Clock network drawn from the DEF:
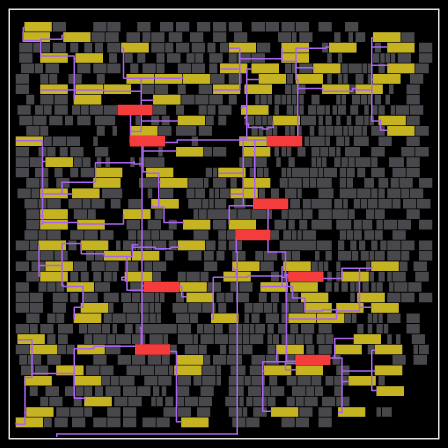
Routing congestion:
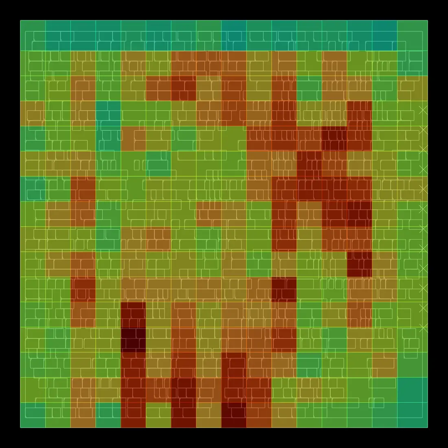
Wiring by layer:
The bar under the picture is 20 um long.
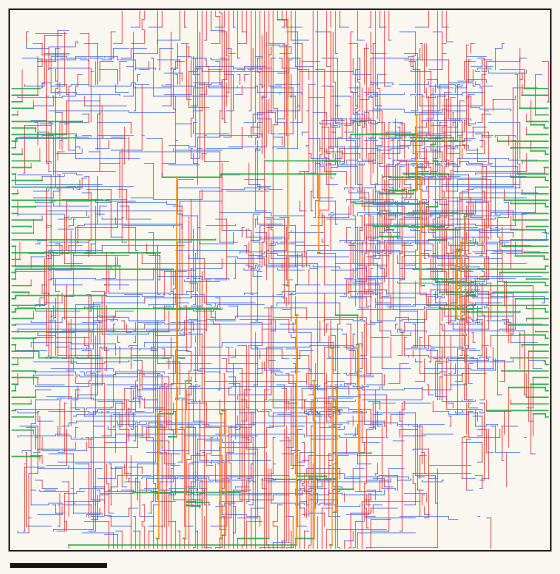
Placement density heat map:
11 x 11 tiles, from dark blue (low) to red (high), 0 to 100% covered.
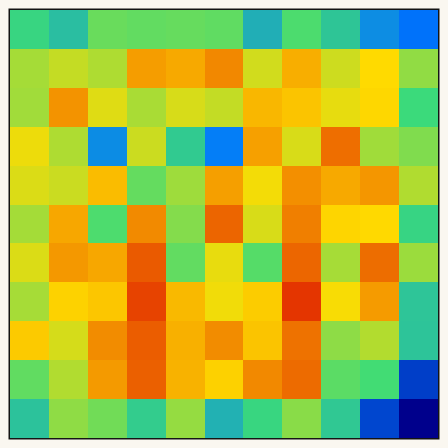
Logic cells by family:
The bar under the picture is 20 um long.
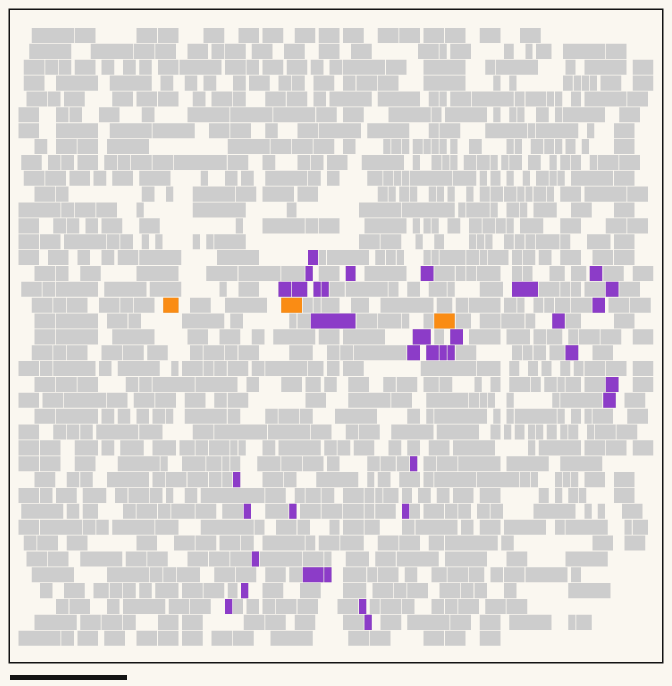
[src/rtl/dmem_defs.sv]
`default_nettype none
// ============================================================================
// dmem_defs : shared encodings for the MEM-stage data-memory access path
// Revision  : 1.0 - initial release
// ============================================================================
package dmem_defs;

  typedef enum logic [1:0] {
    IDLE = 2'd0,
    WAIT = 2'd1,
    DONE = 2'd2
  } state_t;

  localparam logic [2:0] c_F3_LB  = 3'b000;
  localparam logic [2:0] c_F3_LH  = 3'b001;
  localparam logic [2:0] c_F3_LW  = 3'b010;
  localparam logic [2:0] c_F3_LBU = 3'b100;
  localparam logic [2:0] c_F3_LHU = 3'b101;

  localparam logic [1:0] c_SZ_B = 2'b00;
  localparam logic [1:0] c_SZ_H = 2'b01;
  localparam logic [1:0] c_SZ_W = 2'b10;

endpackage
`default_nettype wire

[src/rtl/dmem_lane_align.sv]
`default_nettype none
// ============================================================================
// dmem_lane_align : misalign check, store lane steering, load extract/extend
// Revision        : 1.0 - initial release
// ============================================================================
module dmem_lane_align
  import dmem_defs::*;
(
  input  logic [1:0]  i_addr_lo,
  input  logic        i_is_load,
  input  logic [2:0]  i_ld_funct3,
  input  logic [1:0]  i_st_size,
  input  logic [31:0] i_st_data,
  output logic        o_misalign,
  output logic [3:0]  o_be,
  output logic [31:0] o_wdata,
  input  logic [1:0]  i_rd_addr_lo,
  input  logic [2:0]  i_rd_funct3,
  input  logic [31:0] i_rdata,
  output logic [31:0] o_load_ext
);

  logic [31:0] w_shifted;

  always_comb begin
    o_misalign = 1'b0;
    o_be       = 4'b1111;
    o_wdata    = i_st_data;
    if (i_is_load) begin
      case (i_ld_funct3)
        c_F3_LB, c_F3_LBU: o_misalign = 1'b0;
        c_F3_LH, c_F3_LHU: o_misalign = i_addr_lo[0];
        c_F3_LW:           o_misalign = |i_addr_lo;
        default:           o_misalign = |i_addr_lo;
      endcase
    end else begin
      case (i_st_size)
        c_SZ_B: begin
          o_be    = 4'b0001 << i_addr_lo;
          o_wdata = {4{i_st_data[7:0]}};
        end
        c_SZ_H: begin
          o_be       = 4'b0011 << i_addr_lo;
          o_wdata    = {2{i_st_data[15:0]}};
          o_misalign = i_addr_lo[0];
        end
        c_SZ_W:  o_misalign = |i_addr_lo;
        default: o_misalign = |i_addr_lo;
      endcase
    end
  end

  // Load side uses the offset/funct3 captured at request time.
  assign w_shifted = i_rdata >> {i_rd_addr_lo, 3'b000};

  always_comb begin
    o_load_ext = w_shifted;
    case (i_rd_funct3)
      c_F3_LB:  o_load_ext = {{24{w_shifted[7]}}, w_shifted[7:0]};
      c_F3_LH:  o_load_ext = {{16{w_shifted[15]}}, w_shifted[15:0]};
      c_F3_LBU: o_load_ext = {24'd0, w_shifted[7:0]};
      c_F3_LHU: o_load_ext = {16'd0, w_shifted[15:0]};
      default:  o_load_ext = w_shifted;
    endcase
  end

endmodule
`default_nettype wire

[src/rtl/dmem_access_ctrl.sv]
`default_nettype none
// ============================================================================
// dmem_access_ctrl : MEM-stage data-memory request/ack sequencer with stall
//                    Optional bus timeout: define DMEM_ACCESS_TIMEOUT_EN
// Revision         : 1.0 - initial release
// ============================================================================
module dmem_access_ctrl
  import dmem_defs::*;
#(
  parameter int TIMEOUT_CYCLES = 255
) (
  input  logic        CLK,
  input  logic        RESET,
  input  logic [31:0] MEM_ALU_OUT,
  input  logic [31:0] MEM_REG_DATA2,
  input  logic [3:0]  MEM_DATA_MEM_READ,
  input  logic [2:0]  MEM_DATA_MEM_WRITE,
  output logic        STALL,
  output logic [31:0] LOAD_DATA,
  output logic        MISALIGN,
  output logic        BUS_ERR,
  output logic        DMEM_REQ,
  output logic        DMEM_WE,
  output logic [31:0] DMEM_ADDR,
  output logic [31:0] DMEM_WDATA,
  output logic [3:0]  DMEM_BE,
  input  logic [31:0] DMEM_RDATA,
  input  logic        DMEM_ACK
);

  state_t      r_state;
  state_t      w_next_state;
  logic        w_load;
  logic        w_access;
  logic        w_misalign;
  logic        w_timeout;
  logic [3:0]  w_be;
  logic [31:0] w_wdata;
  logic [31:0] w_load_ext;

  logic        r_is_load;
  logic [2:0]  r_ld_funct3;
  logic [1:0]  r_ld_lo;
  logic        r_dmem_req;
  logic        r_dmem_we;
  logic [31:0] r_dmem_addr;
  logic [31:0] r_dmem_wdata;
  logic [3:0]  r_dmem_be;
  logic [31:0] r_load_data;
  logic        r_misalign;

  // A load takes priority when both enables are set.
  assign w_load   = MEM_DATA_MEM_READ[3];
  assign w_access = w_load | MEM_DATA_MEM_WRITE[2];

  dmem_lane_align u_lane_align (
    .i_addr_lo    (MEM_ALU_OUT[1:0]),
    .i_is_load    (w_load),
    .i_ld_funct3  (MEM_DATA_MEM_READ[2:0]),
    .i_st_size    (MEM_DATA_MEM_WRITE[1:0]),
    .i_st_data    (MEM_REG_DATA2),
    .o_misalign   (w_misalign),
    .o_be         (w_be),
    .o_wdata      (w_wdata),
    .i_rd_addr_lo (r_ld_lo),
    .i_rd_funct3  (r_ld_funct3),
    .i_rdata      (DMEM_RDATA),
    .o_load_ext   (w_load_ext)
  );

`ifdef DMEM_ACCESS_TIMEOUT_EN
  localparam logic [7:0] c_TMO_LAST = 8'(TIMEOUT_CYCLES - 1);

  logic [7:0] r_wait_cnt;
  logic       r_bus_err;

  assign w_timeout = (r_state == WAIT) && (r_wait_cnt == c_TMO_LAST);

  always_ff @(posedge CLK) begin
    if (RESET) begin
      r_wait_cnt <= 8'd0;
      r_bus_err  <= 1'b0;
    end else begin
      r_wait_cnt <= (r_state == WAIT) ? r_wait_cnt + 8'd1 : 8'd0;
      r_bus_err  <= w_timeout && !DMEM_ACK;
    end
  end

  assign BUS_ERR = r_bus_err;
`else
  logic [7:0] w_unused_timeout;
  assign w_unused_timeout = 8'(TIMEOUT_CYCLES);
  assign w_timeout        = 1'b0;
  assign BUS_ERR          = 1'b0;
`endif

  always_ff @(posedge CLK) begin
    if (RESET) r_state <= IDLE;
    else       r_state <= w_next_state;
  end

  always_comb begin
    w_next_state = r_state;
    STALL        = 1'b0;
    case (r_state)
      IDLE: begin
        if (w_access) begin
          STALL        = 1'b1;
          w_next_state = w_misalign ? DONE : WAIT;
        end
      end
      WAIT: begin
        STALL = 1'b1;
        if (DMEM_ACK || w_timeout) w_next_state = DONE;
      end
      DONE:    w_next_state = IDLE;
      default: w_next_state = IDLE;
    endcase
  end

  always_ff @(posedge CLK) begin
    if (RESET) begin
      r_is_load    <= 1'b0;
      r_ld_funct3  <= 3'd0;
      r_ld_lo      <= 2'd0;
      r_dmem_req   <= 1'b0;
      r_dmem_we    <= 1'b0;
      r_dmem_addr  <= 32'd0;
      r_dmem_wdata <= 32'd0;
      r_dmem_be    <= 4'd0;
      r_load_data  <= 32'd0;
      r_misalign   <= 1'b0;
    end else begin
      r_misalign <= 1'b0;
      case (r_state)
        IDLE: begin
          if (w_access && w_misalign) begin
            r_misalign <= 1'b1;
          end else if (w_access) begin
            r_dmem_req   <= 1'b1;
            r_dmem_we    <= ~w_load;
            r_dmem_addr  <= {MEM_ALU_OUT[31:2], 2'b00};
            r_dmem_wdata <= w_wdata;
            r_dmem_be    <= w_be;
            r_is_load    <= w_load;
            r_ld_funct3  <= MEM_DATA_MEM_READ[2:0];
            r_ld_lo      <= MEM_ALU_OUT[1:0];
          end
        end
        WAIT: begin
          // An ACK coinciding with timeout expiry completes normally.
          if (DMEM_ACK) begin
            r_dmem_req <= 1'b0;
            if (r_is_load) r_load_data <= w_load_ext;
          end else if (w_timeout) begin
            r_dmem_req <= 1'b0;
          end
        end
        default: ;
      endcase
    end
  end

  assign LOAD_DATA  = r_load_data;
  assign MISALIGN   = r_misalign;
  assign DMEM_REQ   = r_dmem_req;
  assign DMEM_WE    = r_dmem_we;
  assign DMEM_ADDR  = r_dmem_addr;
  assign DMEM_WDATA = r_dmem_wdata;
  assign DMEM_BE    = r_dmem_be;

endmodule
`default_nettype wire

[config.mk]
export PLATFORM = sky130hd
export DESIGN_NAME = dmem_access_ctrl
export DESIGN_NICKNAME = d
export VERILOG_FILES = /design/src/rtl/dmem_defs.sv /design/src/rtl/dmem_lane_align.sv /design/src/rtl/dmem_access_ctrl.sv
export SDC_FILE = /design/constraint.sdc
export NUM_CORES = 1
export LEC_CHECK = 0
export CAP_MARGIN = 20
export CORE_UTILIZATION = 49
export CTS_CLUSTER_DIAMETER = 80
export CTS_CLUSTER_SIZE = 12
export DETAILED_ROUTE_END_ITERATION = 8
export GPL_ROUTABILITY_DRIVEN = 0
export GPL_TIMING_DRIVEN = 0
export PLACE_DENSITY = 0.84
export SKIP_LAST_GASP = 1
export SYNTH_ARGS = -nofsm -noshare
export SYNTH_HDL_FRONTEND = slang
export SYNTH_HIERARCHICAL = 1
export SYNTH_SLANG_ARGS = --single-unit
[constraint.sdc]
create_clock -name CLK -period 5.9 [get_ports CLK]
set_clock_uncertainty 0.15 [all_clocks]
set_input_delay 1.475 -clock CLK [delete_from_list [all_inputs] [get_ports CLK]]
set_output_delay 1.475 -clock CLK [all_outputs]
set_load 0.01 [all_outputs]
==> impl_metrics.tcl <==
# metrics dict for downstream scripts
set metrics [dict create \
    status "finished with violations" \
    violations "design-rule violations" \
    num_antenna_cells 0 \
    via_per_inst 5.264 \
    synthCells 668 \
    yosys.area_share.aoi_pct 8.003 \
    placed_area_um2 8158 \
    lay_top_count "clkdlybuf4s50_1" \
    regToRegSetupSlack_ns 4.04 \
    required_ns 4.28 \
    drive_above_1_share_pct 10.77 \
    cp_top_family "buffers and inverters" \
    dp_slack_ns 1.299 \
    clockBufferDepth 2 \
    timing.final.ws_setup_ns 1.278 \
    rows 39 \
    maxSlewHeadroom_pct 53.83 \
    gr-total-overflow 0 \
    clk_latency_ns 0.34 \
    p_clk_uw 584 \
    setup_viol 0 \
    r2r_cells 6 \
    dp_hpwl_um 12930 \
    cts_root_buffer "clkbuf_16" \
    min_from "LOAD_DATA[5]" \
    ctsHtreeMaxLevel 3 \
    edf_count 0 \
    regToRegStartpoint "r_ld_lo[1]" \
    p_seq_uw 819 \
    synthDistinctLibCells 41 \
    antenna_found_initial 0 \
    top_logic_kind "simple AND/OR/NAND/NOR gates" \
    post-route-drc-count 12 \
    crit_fanout 7 \
    fin_tns_setup_ns 0 \
    drt-initial-drc-count 313 \
    p_int_mw 1.410 \
    port_buffers 206 \
    cp.arrival_ns 3.00 \
    fin_hold_ws_ns 0.3061 \
    drt-pass1-iter-count 9 \
    rr_endpoint "LOAD_DATA[12]" \
    post-route-util_pct 72.99 \
    ff_type "dfxtp_1" \
    syn_to_final_growth_pct 42.83 \
    worstMarginPinSlew_ns 0.6888 \
    post-cts-setup-buffers 0 \
    ys_chip_area_um2 5909 \
    worstPathBufferInverterCount 2 \
    min_period_ns 4.622 \
    async_reset_ff_share_pct 0 \
    top_cell_area_share_pct 36.93 \
    ios 211 \
    clock-sinks 109 \
    start_kind "input pin" \
    grt_pass1_wl_um 26930 \
    seq_area_um2 2182 \
    finalNetCount 993 \
    synthTopCellsByCount "nand2b_1, dfxtp_1, mux2i_1" \
    die_area_um2 12500 \
    combPwrFrac_pct 27.8 \
    synth_seq_share_pct 36.93 \
    rsz0062_at_grt "no" \
    slowest_stage "clkdlybuf4s50_1" \
    critPathCapture "STALL" \
    holdPathEnd "LOAD_DATA[5]" \
    crit_path_start "MEM_DATA_MEM_READ[3]" \
    path_class "input pin to output pin" \
    antenna_left 0 \
    clkPwrFrac_pct 30.0 \
    synth.cellmix.simpleShare_pct 27.82 \
    instances_no_fill 1034 \
    seqPwrFrac_pct 42.2 \
    grt_pass1_vias 5549 \
    p_sw_uw 532.6 \
    core_area_um2 11560 \
    hold_path_class "flop to flop" \
    crit_path_frequent_cell "clkdlybuf4s50_1" \
    die_w_um 111.8 \
    cpPeakStageDelay_ns 0.69 \
    track_usage_pct 26.98 \
]
Back to the opening pictures, 'clock network drawn from the DEF':
flip-flops -> yellow  # count 109
clock drivers -> red  # count 9
clock wires -> purple  # length 1200 um
flops lie = all over the die

Back to the opening pictures, 'routing congestion':
M1 GR Usage: 31.74%
met2 usage: 46.96%

Back to the opening pictures, 'wiring by layer':
metal 1 -> blue  # wire length 6800 um
metal 3 -> green  # wire length 1210 um
metal 2 -> red  # wire length 8190 um
metal 4 -> orange  # wire length 507 um
WL final: 16710 um
mean routed wirelength per cell: 16.16 um

Back to the opening pictures, 'placement density heat map':
nearly empty tiles = 0.80%
fullest tile = 94%
emptiest ninth of the die = bottom right
mean over tiles = 66%
tiles over 75% full = 39%

Back to the opening pictures, 'logic cells by family':
NOR gates -> purple  # cells 35
AND-OR and OR-AND gates -> orange  # cells 3

==> per-layer routing <==
layer	up-vias	global-route usage, %	wire length (um)
met5	-	0	0
met4	0	11.17	507
met3	36	6.424	1206
met2	222	46.96	8190
met1	2522	31.74	6804
li1	2663	-	-
==> layout make-up <==
type	count	area share, %
Clock buffer	11	2.757
Tap cell	143	2.120
Multi-Input combinational cell	496	39.46
Timing Repair Buffer	206	24.43
Inverter	1	0.04447
Sequential cell	109	25.85
Clock inverter	4	0.5929
Buffer	64	4.744
==> registers in the layout, summed over array words and instances (netlist names) <==
register / count
MISALIGN: 1
LOAD_DATA: 32
DMEM_WE: 1
DMEM_WDATA: 32
r_ld_lo: 2
DMEM_REQ: 1
r_state: 2
r_is_load: 1
DMEM_BE: 4
r_ld_funct3: 3
DMEM_ADDR: 30
